<file path="src/rtl/cdb_arbiter.sv">
// ============================================================================
// cdb_arbiter : rotating-priority grant of up to WAYS completions onto a registered CDB
// Revision    : 1.0
// ============================================================================
`default_nettype none

module cdb_arbiter #(
  parameter int WAYS  = 3,
  parameter int N_REQ = 5,
  parameter int XLEN  = 32,
  parameter int PRF   = 64,
  parameter int ROB   = 16
) (
  input  logic                                   clock,
  input  logic                                   reset,
  input  logic                                   squash,
  input  logic [N_REQ-1:0]                       req_valid,
  input  logic [N_REQ-1:0][XLEN-1:0]             req_data,
  input  logic [N_REQ-1:0][$clog2(PRF)-1:0]      req_PRF_idx,
  input  logic [N_REQ-1:0][$clog2(ROB)-1:0]      req_rob_idx,
  output logic [N_REQ-1:0]                       req_grant,
  output logic [WAYS-1:0]                        CDB_valid,
  output logic [WAYS-1:0][XLEN-1:0]              CDB_Data,
  output logic [WAYS-1:0][$clog2(PRF)-1:0]       CDB_PRF_idx,
  output logic [WAYS-1:0][$clog2(ROB)-1:0]       CDB_rob_idx,
  output logic [$clog2(WAYS+1)-1:0]              num_granted
);

  localparam int PTR_W = (N_REQ > 1) ? $clog2(N_REQ) : 1;
  localparam int CNT_W = $clog2(WAYS + 1);
  localparam int TAG_W = $clog2(PRF);
  localparam int ROB_W = $clog2(ROB);

  logic [PTR_W-1:0]            rr_ptr;
  logic [PTR_W-1:0]            rr_ptr_next;
  logic [PTR_W-1:0]            scan_ptr;
  logic [PTR_W-1:0]            last_grant;
  logic [CNT_W-1:0]            grant_cnt;
  logic [N_REQ-1:0]            grant;
  logic [PTR_W-1:0]            lane_src [WAYS];
  logic [WAYS-1:0]             lane_used;
  logic [WAYS-1:0][XLEN-1:0]   lane_data;
  logic [WAYS-1:0][TAG_W-1:0]  lane_tag;
  logic [WAYS-1:0][ROB_W-1:0]  lane_rob;

  // Walk requesters from rr_ptr with wrap; the k-th hit is packed into lane k.
  always_comb begin
    grant      = '0;
    grant_cnt  = '0;
    last_grant = '0;
    lane_used  = '0;
    scan_ptr   = '0;
    for (int w = 0; w < WAYS; w++) begin
      lane_src[w] = '0;
    end
    if (!reset && !squash) begin
      for (int k = 0; k < N_REQ; k++) begin
        scan_ptr = PTR_W'((int'(rr_ptr) + k) % N_REQ);
        if (req_valid[scan_ptr] && (grant_cnt < CNT_W'(WAYS))) begin
          grant[scan_ptr] = 1'b1;
          for (int w = 0; w < WAYS; w++) begin
            if (CNT_W'(w) == grant_cnt) begin
              lane_src[w]  = scan_ptr;
              lane_used[w] = 1'b1;
            end
          end
          last_grant = scan_ptr;
          grant_cnt  = grant_cnt + CNT_W'(1);
        end
      end
    end
  end

  always_comb begin
    rr_ptr_next = rr_ptr;
    if (grant_cnt != '0) begin
      rr_ptr_next = (last_grant == PTR_W'(N_REQ - 1)) ? '0 : last_grant + PTR_W'(1);
    end
  end

  for (genvar w = 0; w < WAYS; w++) begin : g_lane
    assign lane_data[w] = lane_used[w] ? req_data[lane_src[w]]    : '0;
    assign lane_tag[w]  = lane_used[w] ? req_PRF_idx[lane_src[w]] : '0;
    assign lane_rob[w]  = lane_used[w] ? req_rob_idx[lane_src[w]] : '0;
  end

  // Output lanes reload every cycle so each grant is visible for exactly one cycle.
  always_ff @(posedge clock or posedge reset) begin
    if (reset) begin
      CDB_valid   <= '0;
      CDB_Data    <= '0;
      CDB_PRF_idx <= '0;
      CDB_rob_idx <= '0;
      rr_ptr      <= '0;
    end else if (squash) begin
      CDB_valid   <= '0;
      CDB_Data    <= '0;
      CDB_PRF_idx <= '0;
      CDB_rob_idx <= '0;
      rr_ptr      <= '0;
    end else begin
      CDB_valid   <= lane_used;
      CDB_Data    <= lane_data;
      CDB_PRF_idx <= lane_tag;
      CDB_rob_idx <= lane_rob;
      rr_ptr      <= rr_ptr_next;
    end
  end

  assign req_grant   = grant;
  assign num_granted = grant_cnt;

`ifndef SYNTHESIS
  logic dup_tag;

  always_comb begin
    dup_tag = 1'b0;
    for (int a = 0; a < N_REQ; a++) begin
      for (int b = a + 1; b < N_REQ; b++) begin
        if (req_valid[a] && req_valid[b] && (req_PRF_idx[a] == req_PRF_idx[b])) begin
          dup_tag = 1'b1;
        end
      end
    end
  end

  a_no_dup_tag: assert property (@(posedge clock) disable iff (reset) !dup_tag);
  a_grant_needs_valid: assert property (@(posedge clock) disable iff (reset)
                                        (grant & ~req_valid) == '0);
  a_grant_limit: assert property (@(posedge clock) disable iff (reset)
                                  grant_cnt <= CNT_W'(WAYS));
`endif

endmodule

`default_nettype wire

</file>
<file path="config.mk">
export PLATFORM = sky130hd
export DESIGN_NAME = cdb_arbiter
export DESIGN_NICKNAME = d
export VERILOG_FILES = /design/src/rtl/cdb_arbiter.sv
export SDC_FILE = /design/constraint.sdc
export NUM_CORES = 1
export LEC_CHECK = 0
export CORE_ASPECT_RATIO = 0.8
export CORE_UTILIZATION = 44
export CTS_CLUSTER_SIZE = 12
export DETAILED_ROUTE_END_ITERATION = 7
export GPL_TIMING_DRIVEN = 0
export PLACE_DENSITY = 0.83
export SLEW_MARGIN = 20
export SYNTH_ARGS = -nofsm -noshare
export SYNTH_HDL_FRONTEND = slang
export SYNTH_SLANG_ARGS = --single-unit
</file>
<file path="constraint.sdc">
create_clock -name clock -period 6.65 [get_ports clock]
set_input_delay 0.9975 -clock clock [delete_from_list [all_inputs] [get_ports clock]]
set_output_delay 0.9975 -clock clock [all_outputs]
set_load 0.02 [all_outputs]
</file>
**Selected gate families**

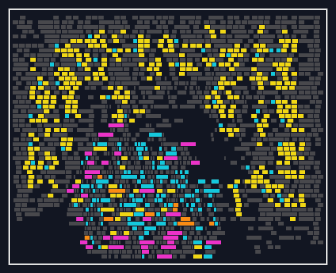
| colour | family | cells | most used |
|---|---|---|---|
| magenta | adder and majority cells | 32 | ha_1 |
| orange | XOR/XNOR gates | 10 | xnor2_1 |
| cyan | inverting AOI/OAI gates | 152 | a22oi_1 |
| yellow | multiplexers | 359 | mux2i_1 |
final cell count without fillers: 1948
Top cell excl fill/tap: mux2i_1
multi-input logic portion of the cell area: 46.4%

==> impl_metrics.json <==
{
  "path_buffers": 8,
  "r2r_setup_slack_ps": 80,
  "ioPinCount": 354,
  "timing.hold.ws_ps": 851,
  "hpwl_mm": 33.9,
  "clkbuf_count": 20,
  "maxPowerGroup": "combinational cells",
  "fin_setup_tns_ps": -202,
  "cts_buffers": 17,
  "netlist_area_sq_um": 11600,
  "top_logic_kind": "multiplexers",
  "combPwrFrac_pct": 79.7,
  "highest_layer": "met4",
  "violations": "negative setup slack",
  "grt_use_total_pct": 35.1,
  "grt_max_degree": 97,
  "ir_worst_vdd_v": 0.000346,
  "seq_share_pct": 18.8,
  "dieArea_sq_um": 27000,
  "clock_area_share_pct": 3.93,
  "drt_iter0_markers": 1342,
  "route.met2.wl_mm": 22.3,
  "async_reset_ff_share_pct": 100,
  "rows": 52,
  "status": "finished, violations left",
  "nNonClkInverters": 31,
  "postSynthSeqShare_pct": 28.5,
  "largest_reg_flops": 96,
  "synth_top_area_share_pct": 30.2,
  "n_tap_cell": 351,
  "logic_gates": 880,
  "fp_util_pct": 45.4,
  "finalWorstSetupSlack_ps": -138,
  "vias": 12400,
  "setup_viol": 2,
  "ys_sh_xor_pct": 0.949,
  "synth.distinct_cells": 88,
  "r2r_start": "rr_ptr[0]$_DFFE_PP0P_",
  "gp_congestion": 0.974,
  "die_w_microns": 184
}
**Clock nets**

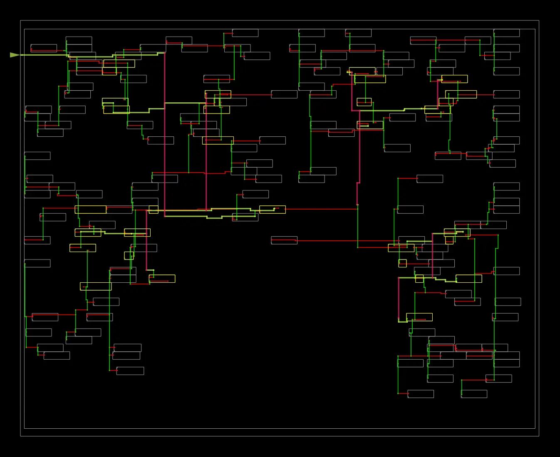
Insertion Delay late pin: 450 ps
Clock Skews: 14.2 ps
Clk. pwr: 1.13 mW

Power is estimated from default activity; no workload was simulated.
